## config.mk

```make
export PLATFORM = sky130hd
export DESIGN_NAME = rv32i_ifetch
export DESIGN_NICKNAME = d
export VERILOG_FILES = /design/src/rtl/rv32i_fetch_pkg.sv /design/src/rtl/rv32i_sync_fifo.sv /design/src/rtl/rv32i_ifetch.sv
export SDC_FILE = /design/constraint.sdc
export NUM_CORES = 1
export LEC_CHECK = 0
export CORE_UTILIZATION = 45
export DETAILED_ROUTE_END_ITERATION = 7
export DONT_BUFFER_PORTS = 1
export PLACE_DENSITY = 0.61
export SYNTH_ARGS = -nofsm -noshare
export SYNTH_HDL_FRONTEND = slang
export SYNTH_SLANG_ARGS = --single-unit
```

## constraint.sdc

```tcl
create_clock -name clk -period 4.5 [get_ports clk]
set_clock_uncertainty 0.05 [all_clocks]
set_input_delay 0.9 -clock clk [delete_from_list [all_inputs] [get_ports clk]]
set_output_delay 0.9 -clock clk [all_outputs]
set_load 0.005 [all_outputs]
```

## src/rtl/rv32i_fetch_pkg.sv

```systemverilog
`default_nettype none
// ============================================================================
// Module      : rv32i_fetch_pkg
// Description : Shared types and constants for the RV32I fetch front end.
// Revision    : 1.0 - initial release
// ============================================================================
package rv32i_fetch_pkg;

    localparam int XLEN = 32;

    localparam logic [XLEN-1:0] INST_NOP = 32'h0000_0013;
    localparam logic [XLEN-1:0] PC_RESET = 32'h0000_0000;

    typedef struct packed {
        logic [XLEN-1:0] pc;
        logic [XLEN-1:0] inst;
    } fetch_entry_t;

endpackage
`default_nettype wire

```

## src/rtl/rv32i_sync_fifo.sv

```systemverilog
`default_nettype none
// ============================================================================
// Module      : rv32i_sync_fifo
// Description : Power-of-two synchronous FIFO with synchronous clear and occupancy count.
// Revision    : 1.0 - initial release
// ============================================================================
module rv32i_sync_fifo #(
    parameter int WIDTH = 32,
    parameter int DEPTH = 4,
    localparam int AW   = $clog2(DEPTH),
    localparam int CW   = AW + 1
) (
    input  logic             clk,
    input  logic             rst,
    input  logic             i_clear,
    input  logic             i_push,
    input  logic [WIDTH-1:0] i_data,
    input  logic             i_pop,
    output logic [WIDTH-1:0] o_data,
    output logic [CW-1:0]    o_count
);

    logic [WIDTH-1:0] mem_q [DEPTH];
    logic [AW-1:0]    wr_ptr_q;
    logic [AW-1:0]    rd_ptr_q;
    logic [CW-1:0]    count_q;
    logic             w_empty;
    logic             w_full;
    logic             w_do_pop;
    logic             w_do_push;

    assign w_empty   = (count_q == '0);
    assign w_full    = (count_q == CW'(DEPTH));
    assign w_do_pop  = i_pop && !w_empty;
    assign w_do_push = i_push && (!w_full || w_do_pop);

    always_ff @(posedge clk) begin
        if (rst || i_clear) begin
            wr_ptr_q <= '0;
            rd_ptr_q <= '0;
            count_q  <= '0;
        end else begin
            if (w_do_push) wr_ptr_q <= wr_ptr_q + AW'(1);
            if (w_do_pop)  rd_ptr_q <= rd_ptr_q + AW'(1);
            count_q <= count_q + CW'(w_do_push) - CW'(w_do_pop);
        end
    end

    // Storage needs no reset: occupancy alone decides what is readable.
    always_ff @(posedge clk) begin
        if (w_do_push) mem_q[wr_ptr_q] <= i_data;
    end

    assign o_data  = mem_q[rd_ptr_q];
    assign o_count = count_q;

    a_no_overflow: assert property (@(posedge clk) disable iff (rst)
        !(i_push && w_full && !i_pop && !i_clear));

endmodule
`default_nettype wire

```

## src/rtl/rv32i_ifetch.sv

```systemverilog
`default_nettype none
// ============================================================================
// Module      : rv32i_ifetch
// Description : RV32I instruction fetch front end: credit-limited request issue,
//               response buffering, redirect flush with in-flight drop.
// Revision    : 1.0 - initial release
// ============================================================================
module rv32i_ifetch
    import rv32i_fetch_pkg::*;
#(
    parameter int WIDTH      = 32,
    parameter int FIFO_DEPTH = 4
) (
    input  logic             clk,
    input  logic             rst,
    input  logic             i_redirect,
    input  logic [WIDTH-1:0] i_redirect_target,
    output logic             o_imem_req_valid,
    input  logic             i_imem_req_ready,
    output logic [WIDTH-1:0] o_imem_req_addr,
    input  logic             i_imem_rsp_valid,
    input  logic [WIDTH-1:0] i_imem_rsp_data,
    output logic             o_inst_valid,
    input  logic             i_inst_ready,
    output logic [WIDTH-1:0] o_inst,
    output logic [WIDTH-1:0] o_inst_pc,
    output logic [WIDTH-1:0] o_inst_pc_plus_4
);

    localparam int CW = $clog2(FIFO_DEPTH) + 1;

    logic [WIDTH-1:0] fetch_pc_q, fetch_pc_d;
    logic [CW-1:0]    drop_cnt_q, drop_cnt_d;

    logic [CW-1:0]    w_outstanding;
    logic [CW-1:0]    w_buf_count;
    logic [CW:0]      w_credit_used;
    logic             w_req_valid;
    logic             w_req_fire;
    logic             w_rsp;
    logic             w_discard;
    logic             w_buf_push;
    logic             w_buf_pop;
    logic             w_buf_valid;
    logic [WIDTH-1:0] w_pcq_head;
    fetch_entry_t     w_push_entry;
    fetch_entry_t     w_head;

    // Credits cover both in-flight requests and buffered instructions, so the
    // buffer can always absorb every response without backpressure.
    assign w_credit_used = {1'b0, w_outstanding} + {1'b0, w_buf_count};
    assign w_req_valid   = !rst && !i_redirect && (w_credit_used < (CW+1)'(FIFO_DEPTH));
    assign w_req_fire    = w_req_valid && i_imem_req_ready;

    assign w_rsp         = i_imem_rsp_valid && !rst;
    assign w_discard     = i_redirect || (drop_cnt_q != '0);
    assign w_buf_push    = w_rsp && !w_discard;

    assign w_buf_valid   = (w_buf_count != '0) && !rst;
    assign w_buf_pop     = o_inst_valid && i_inst_ready;

    assign w_push_entry.pc   = w_pcq_head;
    assign w_push_entry.inst = i_imem_rsp_data;

    always_comb begin
        fetch_pc_d = fetch_pc_q;
        drop_cnt_d = drop_cnt_q;
        if (w_req_fire) begin
            fetch_pc_d = fetch_pc_q + WIDTH'(4);
        end
        if (w_rsp && (drop_cnt_q != '0)) begin
            drop_cnt_d = drop_cnt_q - CW'(1);
        end
        // Everything still in flight after this cycle's response belongs to
        // the abandoned path; reload rather than accumulate.
        if (i_redirect) begin
            fetch_pc_d = i_redirect_target & ~WIDTH'(3);
            drop_cnt_d = w_outstanding - CW'(w_rsp);
        end
    end

    always_ff @(posedge clk) begin
        if (rst) begin
            fetch_pc_q <= PC_RESET;
            drop_cnt_q <= '0;
        end else begin
            fetch_pc_q <= fetch_pc_d;
            drop_cnt_q <= drop_cnt_d;
        end
    end

    rv32i_sync_fifo #(
        .WIDTH (WIDTH),
        .DEPTH (FIFO_DEPTH)
    ) u_pc_queue (
        .clk     (clk),
        .rst     (rst),
        .i_clear (1'b0),
        .i_push  (w_req_fire),
        .i_data  (fetch_pc_q),
        .i_pop   (w_rsp),
        .o_data  (w_pcq_head),
        .o_count (w_outstanding)
    );

    rv32i_sync_fifo #(
        .WIDTH ($bits(fetch_entry_t)),
        .DEPTH (FIFO_DEPTH)
    ) u_inst_buf (
        .clk     (clk),
        .rst     (rst),
        .i_clear (i_redirect),
        .i_push  (w_buf_push),
        .i_data  (w_push_entry),
        .i_pop   (w_buf_pop),
        .o_data  (w_head),
        .o_count (w_buf_count)
    );

    assign o_imem_req_valid = w_req_valid;
    assign o_imem_req_addr  = rst ? '0 : fetch_pc_q;
    assign o_inst_valid     = w_buf_valid && !i_redirect;
    assign o_inst           = w_buf_valid ? w_head.inst : '0;
    assign o_inst_pc        = w_buf_valid ? w_head.pc : '0;
    assign o_inst_pc_plus_4 = w_buf_valid ? (w_head.pc + WIDTH'(4)) : '0;

    a_rsp_has_request: assert property (@(posedge clk) disable iff (rst)
        i_imem_rsp_valid |-> (w_outstanding != '0));

    a_drop_bounded: assert property (@(posedge clk) disable iff (rst)
        drop_cnt_q <= w_outstanding);

endmodule
`default_nettype wire

```

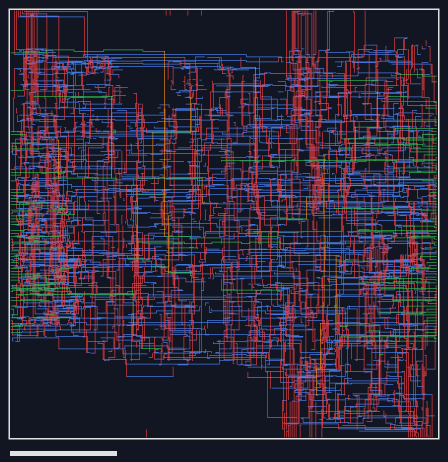
**Above:** run 1 (metal layers overlaid).
Bar = 50 um.
- metal 3: green (wire length 2700 um)
- metal 2: red (wire length 15900 um)
- metal 1: blue (wire length 16100 um)
- metal 4: orange (wire length 525 um)

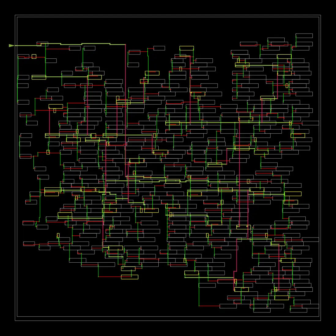
**Above:** run 1 (clock routing).
flop count: 419
clk ins delay skew pair: 540 ps
clock network power: 3.37 mW

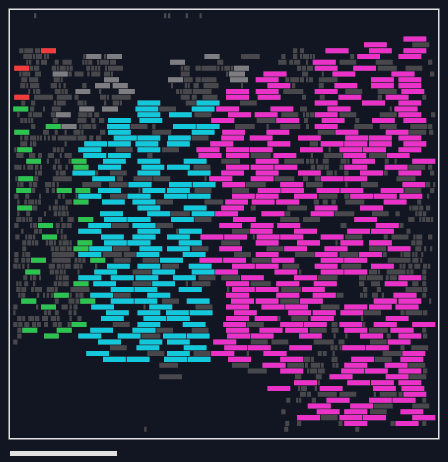
**Above:** run 1 (register map, names as in the netlist).
Bar = 50 um. Other sequential cells in the stronger gray, the rest of the logic in the fainter gray.
- fetch_pc_q: green (flops 30; where left middle)
- u_pc_queue.mem_q: cyan (flops 120)
- drop_cnt_q: red (flops 3)
- u_inst_buf.mem_q: magenta (flops 248)

==> reports/metrics.cfg, run 1 <==
[cts]
cts_tree=built
htreeDepth=2

[synth]
async_flop_share=0
yosysTopAreaCell=edfxtp_1
ys_top_logic_family=multiplexers
ys_seq_share=0.685

[final_timing]
hold_ws_ps=379
drv_slew=0
relSlewSlack=0.253

[layout]
clkbuf_count=59
drive_gt1_frac=0.163
logic_area_mm2=0.00514
fin_util=0.504
sh_comb_area=0.264

[floorplanning]
die-area_mm2=0.0400
die_x_um=200

[routing]
first_pass_iters=5
wl_met1_um=16100

[place]
dp_hpwl_um=22100
gp_congestion=0.797

[worst_setup_path]
crit_required_ps=3550
max_stage_delay_ps=650

[pwr]
clkPwrFrac=0.405
combPwrFrac=0.060

[status]
outcome=completed

[worst_hold_path]
hold_path_class=in -> reg

**Run 1: I/O nets highlighted**

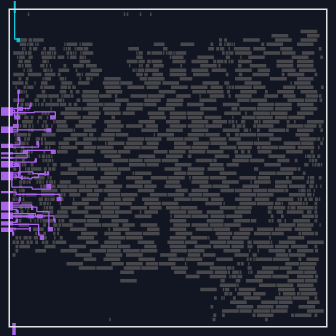

==> inputs of run 2 (changes only) <==
Settings changed: ABC_AREA from default to 1.
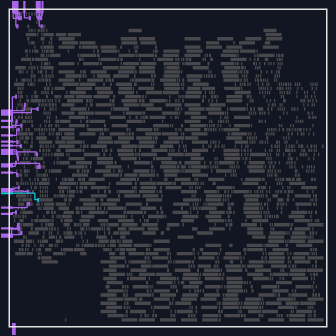
**Above:** run 2 (I/O nets highlighted).
- i_redirect_target: purple (direction input; end cells 30; buffers 0; wire 284 um)
- i_imem_rsp_valid: cyan (direction input; end cells 1; buffers 0; wire 22.1 um)

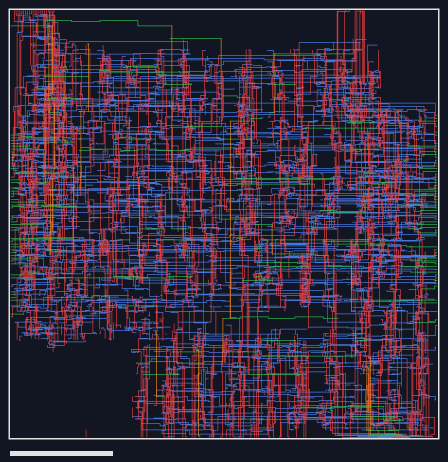
**Above:** run 2 (metal layers overlaid).
Bar = 50 um.
- metal 3: green (wire length 2760 um)
- metal 2: red (wire length 20.5 mm)
- metal 1: blue (wire length 20.7 mm)
- metal 4: orange (wire length 931 um)

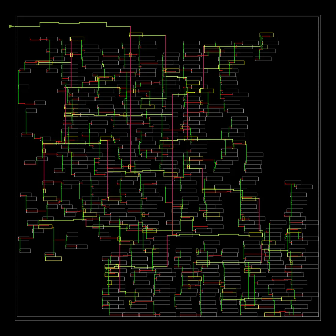
**Above:** run 2 (clock routing).
clock network power: 3.67 mW
clk ins delay skew pair: 560 ps
# clk buffers: 61
Num CTS Buffers: 45
Sink Count: 419

==> run 2 against run 1 <==
Net effect: design area increased by 8.0%; flip-flop count unchanged; combinational power rose by 21%; sequential power about the same; final cell count up 55%; core utilization down 0.15 points; global-route usage increased by 2.9 points; first-iteration DRC count increased by 75%; synthesized cell count up 84%; synthesized area grew 8.4%; register-to-register slack hardly changed; largest power group unchanged.
==> reports/metrics.cfg, run 2 <==
[layout]
logic_area_mm2=0.00602  ; was 0.00514 mm2
sh_comb_area=0.286  ; was 0.264
area_growth_pct=10.2  ; was 10.6%
ff_count=419  ; unchanged
drive_gt1_frac=0.0725  ; was 0.163

[worst_setup_path]
crit_required_ps=3550  ; about the same
max_stage_delay_ps=650  ; about the same

[routing]
first_pass_iters=5  ; unchanged
wl_met1_um=20700  ; was 16100 um

[synth]
async_flop_share=0  ; unchanged
ys_top_logic_family=simple AND/OR/NAND/NOR gates  ; was multiplexers
ys_seq_share=0.632  ; was 0.685
ys_types=39  ; was 59
yosysTopAreaCell=edfxtp_1  ; unchanged

[status]
outcome=completed  ; unchanged

[pwr]
ir_worst_vdd_v=0.000278  ; was 0.000295 V
combPwrFrac=0.069  ; was 0.060
p_seq_mw=4.47  ; was 4.46 mW

[floorplanning]
die-area_mm2=0.0433  ; was 0.0400 mm2
die_x_um=208  ; was 200 um

[cts]
cts_tree=built  ; unchanged
htreeDepth=2  ; unchanged

[global_route]
top_usage_layer=met2  ; unchanged

[place]
gp_congestion=0.857  ; was 0.797
dp_hpwl_um=28500  ; was 22100 um

[final_timing]
relSlewSlack=0.336  ; was 0.253
hold_ws_ps=357  ; was 379 ps

Power and IR drop assume default switching activity.
